### config.mk
export PLATFORM = sky130hd
export DESIGN_NAME = simon_round_ctrl
export DESIGN_NICKNAME = d
export VERILOG_FILES = /design/src/rtl/simon_defs.sv /design/src/rtl/simon_seq_mem.sv /design/src/rtl/simon_round_ctrl.sv
export SDC_FILE = /design/constraint.sdc
export NUM_CORES = 1
export LEC_CHECK = 0
export CAP_MARGIN = 40
export CORE_MARGIN = 2
export CORE_UTILIZATION = 59
export DETAILED_ROUTE_END_ITERATION = 6
export DONT_BUFFER_PORTS = 1
export GPL_TIMING_DRIVEN = 0
export PLACE_DENSITY_LB_ADDON = 0.15
export SYNTH_ARGS = -nofsm -noshare
export SYNTH_HDL_FRONTEND = slang
export SYNTH_SLANG_ARGS = --single-unit
### constraint.sdc
create_clock -name clock -period 6.4 [get_ports clock]
set_input_delay 1.28 -clock clock [delete_from_list [all_inputs] [get_ports clock]]
set_output_delay 1.28 -clock clock [all_outputs]
set_load 0.01 [all_outputs]
### src/rtl/simon_defs.sv
// simon_defs: shared state encoding and LED patterns for the Simon round controller
package simon_defs;
  typedef enum logic [2:0] {IDLE, APPEND, SHOW_ON, SHOW_GAP, WAIT_IN, WIN, LOSE} state_t;
  localparam logic [7:0] WIN_PATTERN = 8'hFF;
  localparam logic [7:0] LOSE_PATTERN = 8'h81;
endpackage

### src/rtl/simon_seq_mem.sv
// simon_seq_mem: DEPTH x 8 sequence store; ports clock, we/waddr/wdata (sync write), raddr/rdata (comb read)
module simon_seq_mem #(
  parameter int DEPTH = 16,
  parameter int AW = 4
) (
  input  logic          clock,
  input  logic          we,
  input  logic [AW-1:0] waddr,
  input  logic [7:0]    wdata,
  input  logic [AW-1:0] raddr,
  output logic [7:0]    rdata
);
  logic [7:0] mem [DEPTH];
  always_ff @(posedge clock)
    if (we) mem[waddr] <= wdata;
  assign rdata = mem[raddr];
endmodule

### src/rtl/simon_round_ctrl.sv
// simon_round_ctrl: Simon game loop; in clock/reset/start/random_num/swt/enter_move, out led_out/level/busy/win/lose
module simon_round_ctrl
  import simon_defs::*;
#(
  parameter int MAX_LEN = 16,
  parameter int SHOW_CYCLES = 25000000,
  parameter int GAP_CYCLES = 12500000,
  localparam int LW = $clog2(MAX_LEN + 1)
) (
  input  logic          clock,
  input  logic          reset,
  input  logic          start,
  input  logic [7:0]    random_num,
  input  logic [7:0]    swt,
  input  logic          enter_move,
  output logic [7:0]    led_out,
  output logic [LW-1:0] level,
  output logic          busy,
  output logic          win,
  output logic          lose
);
  localparam int IW = $clog2(MAX_LEN);
  localparam int TW = $clog2((SHOW_CYCLES > GAP_CYCLES ? SHOW_CYCLES : GAP_CYCLES) + 1);
  state_t state, state_n;
  logic [IW-1:0] idx, idx_n, raddr;
  logic [LW-1:0] level_n;
  logic [TW-1:0] timer, timer_n;
  logic [7:0] rdata, show_data, led_n;
  logic last, match, show_done, gap_done;
  // read address only ever needs the element about to be shown or the one being checked,
  // so it is derived from the current state alone to keep the compare path loop-free
  assign raddr = state == WAIT_IN ? idx : state == SHOW_GAP ? idx + IW'(1) : '0;
  // first round writes seq[0] on the same edge that starts playback: forward the sample
  assign show_data = (state == APPEND && level == '0) ? random_num : rdata;
  assign last = LW'(idx) == level - LW'(1);
  assign match = swt == rdata;
  assign show_done = timer == TW'(SHOW_CYCLES - 1);
  assign gap_done = timer == TW'(GAP_CYCLES - 1);
  simon_seq_mem #(.DEPTH(MAX_LEN), .AW(IW)) u_mem (
    .clock(clock),
    .we(state == APPEND),
    .waddr(IW'(level)),
    .wdata(random_num),
    .raddr(raddr),
    .rdata(rdata)
  );
  always_comb begin
    state_n = state;
    idx_n = idx;
    level_n = level;
    timer_n = timer;
    case (state)
      IDLE, WIN, LOSE: if (start) begin
        level_n = '0;
        state_n = APPEND;
      end
      APPEND: begin
        level_n = level + LW'(1);
        idx_n = '0;
        timer_n = '0;
        state_n = SHOW_ON;
      end
      SHOW_ON: if (show_done) begin
        timer_n = '0;
        state_n = SHOW_GAP;
      end else timer_n = timer + TW'(1);
      SHOW_GAP: if (gap_done) begin
        timer_n = '0;
        idx_n = last ? '0 : idx + IW'(1);
        state_n = last ? WAIT_IN : SHOW_ON;
      end else timer_n = timer + TW'(1);
      WAIT_IN: if (enter_move) begin
        if (!match) state_n = LOSE;
        else if (!last) idx_n = idx + IW'(1);
        else state_n = level == LW'(MAX_LEN) ? WIN : APPEND;
      end
      default: state_n = IDLE;
    endcase
    led_n = state_n == SHOW_ON ? (state == SHOW_ON ? led_out : show_data) :
            state_n == WAIT_IN ? swt :
            state_n == WIN ? WIN_PATTERN :
            state_n == LOSE ? LOSE_PATTERN : '0;
  end
  always_ff @(posedge clock or posedge reset)
    if (reset) begin
      state <= IDLE;
      idx <= '0;
      level <= '0;
      timer <= '0;
      led_out <= '0;
      busy <= 1'b0;
      win <= 1'b0;
      lose <= 1'b0;
    end else begin
      state <= state_n;
      idx <= idx_n;
      level <= level_n;
      timer <= timer_n;
      led_out <= led_n;
      busy <= !(state_n inside {IDLE, WIN, LOSE});
      win <= state_n == WIN && state != WIN;
      lose <= state_n == LOSE && state != LOSE;
    end
endmodule

Figure 1. Clock routing.
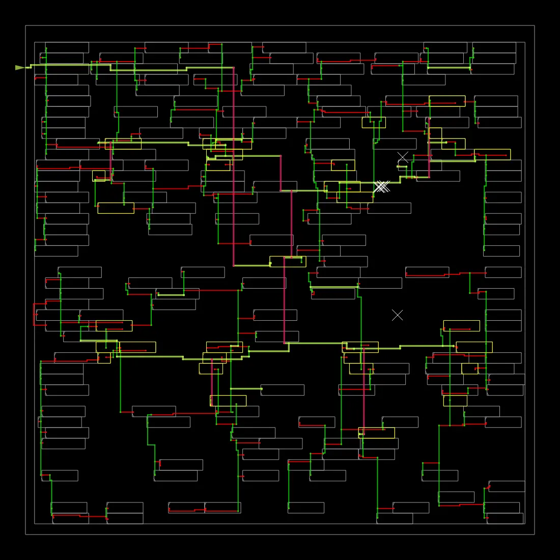
CTS Sinks: 176
clkbuf count: 17

Figure 2. Clock wires, drivers and flops.
(3 px per um)
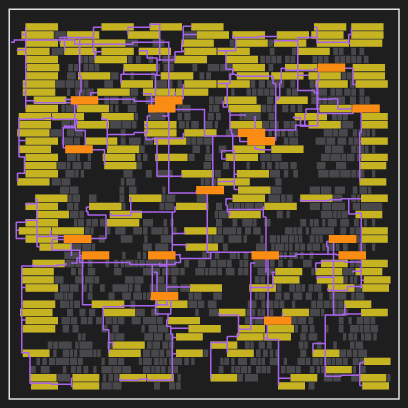
cells driving clock nets -> orange  # count 17
clock wires -> purple  # length 2030 um
flip-flops -> yellow  # count 176
flops lie = all over the die
Clk pwr share: 29.0%
Clock group: 0.00108 W
skew final: 0.0107 ns
Latency at later pin: 0.45 ns

==> reports/metrics.cfg <==
[pwr]
comb-power_w = 0.00130
ir_drop_v = 0.000200
combPwrFrac_pct = 34.9
pg_seq_w = 0.00135
power.group.top = sequential cells

[finish]
diodes = 0
seq_area_um2 = 5040
layout.nonclk_buf_share_pct = 3.20
dominant_cells = registers
regMostFlops = u_mem.mem
clockNetworkAreaShare_pct = 6.16
top_regs = u_mem.mem (128), timer (25), led_out (8)
inv_count = 20
drive_above_1_share_pct = 10.0

[synthesis]
seq_area_frac_synth_pct = 54.4
ys_sh_adder_pct = 0.944
area_leaders = edfxtp_1, dfrtp_1, o21ai_0
yosys_cells = 861
floorplan.nets = 888
yosys.cell_count.top_type = edfxtp_1
ys_sh_xor_pct = 2.08
ys_ff = 176
synth_top_area_share_pct = 41.4
netlist_instances = 861
edf_count = 128
synth.cell_area_um2 = 9280

[timing]
rsz0062_at_grt = false
period_used_pct = 75.5
setup_violations = 0
finalCriticalPeriod_ns = 4.83
relSlewSlack_pct = 39.1
fin_tns_setup_ns = 0

[clock_network]
cts_buffer_depth = 2
clockRootBuffer = clkbuf_16
cts_tree = done
cts_resized = 0

[floorplanning]
fp.dieH_um = 129
initial_core_util_pct = 60.8
core-area_um2 = 15300
dieArea_um2 = 16700

[setup_path]
critical_path.endpoint = led_out[2]
cp_slowest_cell = nor4_1
crit_cells = 14
cp-startpoint = idx[1]
r2r_end = led_out[2]
cp-end-kind = flop
cpLargestDelayFamily = simple AND/OR/NAND/NOR gates

[detailed_routing]
wl_per_cell_um = 25.8
drc = 13
wl_met3_mm = 3.03
wl_met2_mm = 13.1
routed_wirelength_mm = 28.6

[placed_design]
dp_slack_ns = 1.61
hpwl_mm = 20.0

[grt]
grt_busiest_layer = met2
grt_use_met2_pct = 56.0
grt_overflow = 0

[hold_path]
min_from = timer[13]
hold_depth = 1

[run_status]
status = finished with violations
violations = design-rule violations

Power figures rest on the tool's default switching activity, not on a simulated workload.
